Design dds_phase_tracker, sky130hd; sources not shown.
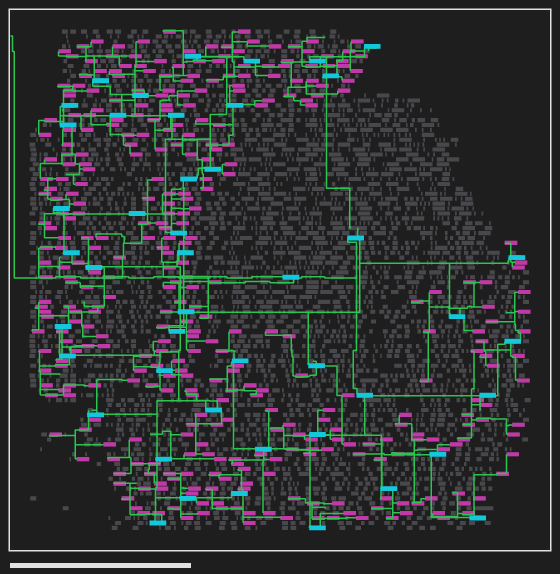
Fig. 1. Clock network drawn from the DEF.
Bar = 100 um.
cells driving clock nets -> cyan  # count 46
flip-flops -> magenta  # count 371
clock wires -> green  # length 6300 um
flops lie = spread over the die
power in the clock group: 0.644 mW
clock group share of total power: 32.0%

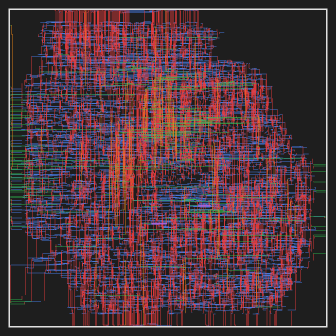
Fig. 2. Routed metal, one colour a layer.
met4 -> orange  # wire length 3310 um
met1 -> blue  # wire length 42.0 mm
met2 -> red  # wire length 48.6 mm
met3 -> green  # wire length 5070 um
met5 -> purple  # wire length 23.0 um
global-route usage over all layers: 21.5%
average wire per standard cell: 20.6 um

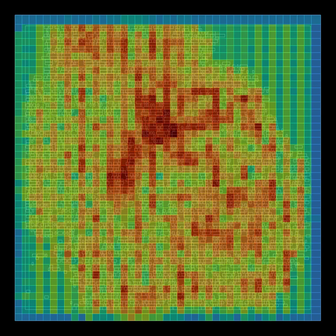
Fig. 3. Routing congestion map.
met2 demand-to-capacity share in global routing: 37.6%
met3 track demand over resource: 4.30%
layer with the highest usage: met2
end-of-flow core utilization: 46.1%
met1 capacity usage during global routing: 25.9%

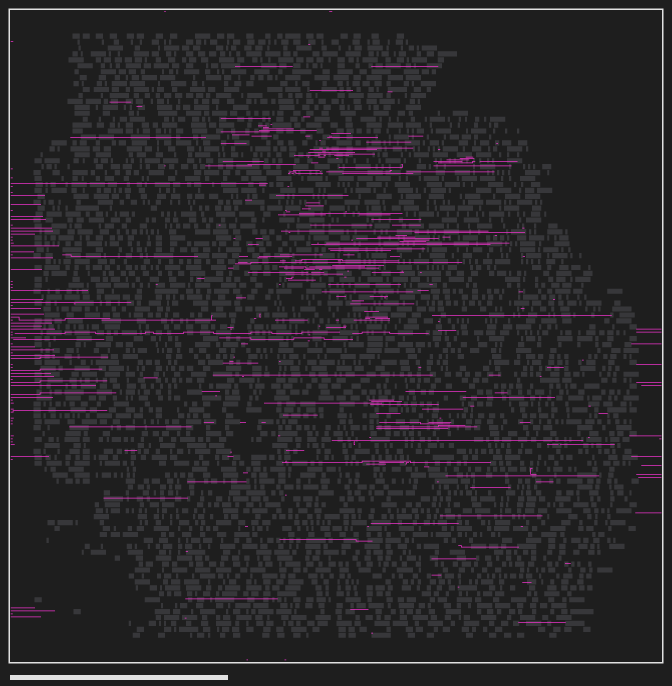
Fig. 4. Signal wires on met3.
Bar = 100 um. Cells faint in the background.
main direction = horizontal
wire length on this layer = 5070 um
share of all routed wire = 5.1%
vias after detailed routing: 25.9k
Post-Route WL: 99000 um

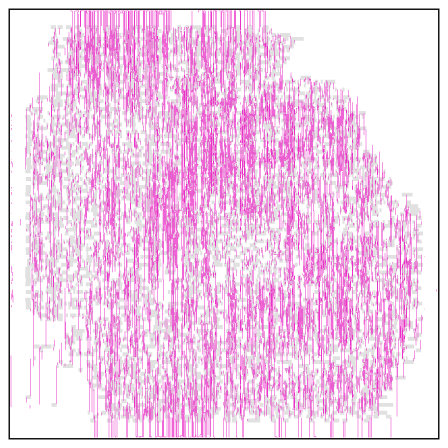
Fig. 5. M2 wires.
Cells faint in the background.
nets with wire on the layer = 3797
wire length on this layer = 48.6 mm
longest straight run = 82.3 um

==> reports/qor.yml <==
run_status: "finished, final reports clean"
netlist_area_um2: 30300
whs_path_depth: 2
ios: 275
synth_async_sr_flop_share_pct: 0
fin_crit_ns: 11.97
critPathCaptureType: "flip-flop"
drc_violations_left: 0
grt_overflow: 0
clkSlewWorstSetupHoldPaths_ns: 0.06
top_cell_area_share_pct: 24.5
fp-utilization_pct: 39.2
ctsLongestPathBuffers: 3
ys_top_cells_by_area: "dfxtp_1 24%, fa_1 13%, ha_1 11%"
placement.io_buffers: 273
critical-path-slowest-cell: "a21oi_2"
yosys.cell_types.count: 85
reg2reg_depth: 35
cellLeakagePower_nw: 15.4
worstSkewPairLatency_ns: 0.61
drv.max_cap_violation_count: 0
synth.avg_cell_area_um2: 8.58
vdd_ir_drop_max_mv: 0.0418
pwr_density_cell_nw_per_um2: 56.5
grt_first_pass_wirelength_um: 155000
cts_buffers: 46
worst_clock_skew_ns: 0.0261
netlist.top_cell.by_area: "dfxtp_1"
critPathMaxStageDelay_ns: 0.95
yosys.stat.chipArea_um2: 30300
yosys_warnings: 0
synth.logic.top_family: "adder cells"
cts_setup_buffers: 0
flow.area_growth_from_synthesis_pct: 17.6
worst-path-max-fanout: 38
tritoncts_num_sinks: 371
cp.arrival_ns: 12.44
synthesis.nets: 4107
dr.first_iter.drc_count: 1220
p_total_mw: 2.02
worstSetupStartpointType: "flip-flop"
grt_setup_unrepaired: "no"
synthXorXnorAreaFrac_pct: 4.30
fin_max_slew_vios: 0
maxUsedRoutingLayer: "met5"
yosys.area_share.simple_pct: 17.8
chipArea_um2: 89400
period_used_pct: 43.2
synth_flop_count: 371
layout_top_cells_excl_fill_tap: "472 x nand2_1, 370 x dfxtp_1, 334 x inv_1"
detail_route.vias_per_cell: 5.38
most_used_dff_post_synth: "dfxtp_1"
yosys.area_share.adder_pct: 23.6
fraction_of_final_layout_cells_sized_beyond_drive_strength_1_pct: 4.43
number_of_rows_in_the_core_area: 102
timing.hold.worst.class: "flip-flop to flip-flop"
tns_ns: 0
initial_antenna_violation_count: 3
slew_headroom_pct: 26.9
cts-htree-levels: 2
dr.pass1.iters: 5
worst_setup_path_category: "flip-flop to flip-flop"
ys_cells: 3538
synthCells: 3538
hold_viol: 0
number_of_antenna_cells_inserted: 0
timing.critical_path.required_ns: 28.17
ys_seq_share_pct: 24.5
met3RoutedLength_um: 5070
dp.final_hpwl_um: 77000
final_critical_path_setup_slack_ns: 15.73
layout_top_cell_excl_fill_tap: "nand2_1"
core_area_um2: 77300
layout_net_count: 4303
routed-wl-met2_um: 48600
met1_length_um: 42000
postCtsHoldBufs: 0
vertical_die_size_um: 299
cts_resized: 0
die_w_um: 299
tool_warnings: 39
enable_flop_cells: 0
fmax_mhz: 83.5
gp_congestion: 0.890
ff2ff_setup_slack_ns: 15.73
cts_root_buffer: "clkbuf_16"
postRouteAntennaNets: 0
grt_max_degree: 124
ys_sh_mux_pct: 4.98
timing_worst_slew_pin_value_ns: 1.10
cts_tree: "yes"
setup_viol: 0
yosys.area_share.aoi_pct: 18.4
grt_pass1_vias: 26960
cpMostUsedCell: "fa_1"
post_place_worst_slack_ns: 15.41
-- cells by family (layout without fill, tap and decap cells) --
logic type | after synthesis | after routing
and+or+nand+nor | 1120 | 1120
AOI/OAI and AO/OA | 789 | 789
buffers and inverters | 502 | 734
adders and majority gates | 455 | 455
DFF | 371 | 371
muxes | 151 | 151
xor gates and xnor gates | 149 | 149
other | 1 | 1
-- synthesized netlist by cell type, types with 6 or more instances --
cell / number
a32o_1: 6
a21oi_1: 160
o31ai_1: 7
ha_1: 258
nor2b_1: 193
fa_1: 197
and4_1: 6
o211ai_1: 6
nand2b_1: 42
o21ai_0: 88
o21ai_1: 16
clkbuf_1: 152
o21a_1: 18
nor2_1: 168
mux2i_1: 150
or2_2: 8
a211oi_1: 12
a31oi_1: 19
a21o_1: 114
xor2_1: 63
a21boi_0: 124
nand3_1: 34
dfxtp_1: 371
o22ai_1: 30
xnor2_1: 86
a221oi_1: 28
inv_1: 334
nand3b_1: 9
a221o_1: 32
o21bai_1: 18
nand2_1: 473
nor3_1: 18
nand4_1: 21
and3_1: 47
or3_1: 7
a22o_1: 45
and2_1: 81
-- metal layers --
layer,up-vias,GRT usage [%]
met5,-,0
met4,4,7.41
met3,176,4.30
met2,478,37.6
met1,12830,25.9
li1,12391,-
-- worst max-delay path, delay by kind of cell (launching register included) --
family	cells	cell delay, ns
AOI/OAI and AO/OA	13	5.04
adders and majority gates	9	4.03
and+or+nand+nor	7	1.35
DFF	1	0.71
buffers and inverters	4	0.35
xor gates and xnor gates	2	0.32
-- per-stage QoR --
step           cells  hold slack [ns]  area, um^2  util, %
2_1_floorplan   3538            0.443       30300        -
3_3_place_gp    4725            0.454       34000     44.0
3_5_place_dp    4726            0.462       34100     44.0
4_1_cts         4810            0.469       35700     46.1
5_1_grt         4810            0.481       35700     46.1
6_report        4810            0.468       35700     46.1
-- power by group --
part	leakage [nW]	switching, mW	internal, mW	total, mW
logic	11.6	0.444	0.269	0.713
clock network	0.788	0.267	0.377	0.644
registers	3.01	0.0606	0.599	0.659
total	15.4	0.772	1.24	2.02
-- cell type report --
type	instances	area (um^2)
multi-input combinational	2665	21000
clock inverter	25	334
timing repair buffer	315	3050
inverter	335	1260
fill	9151	41700
tap	1040	1300
sequential	371	7430
clock buffer	59	1280
Power figures rest on the tool's default switching activity, not on a simulated workload.
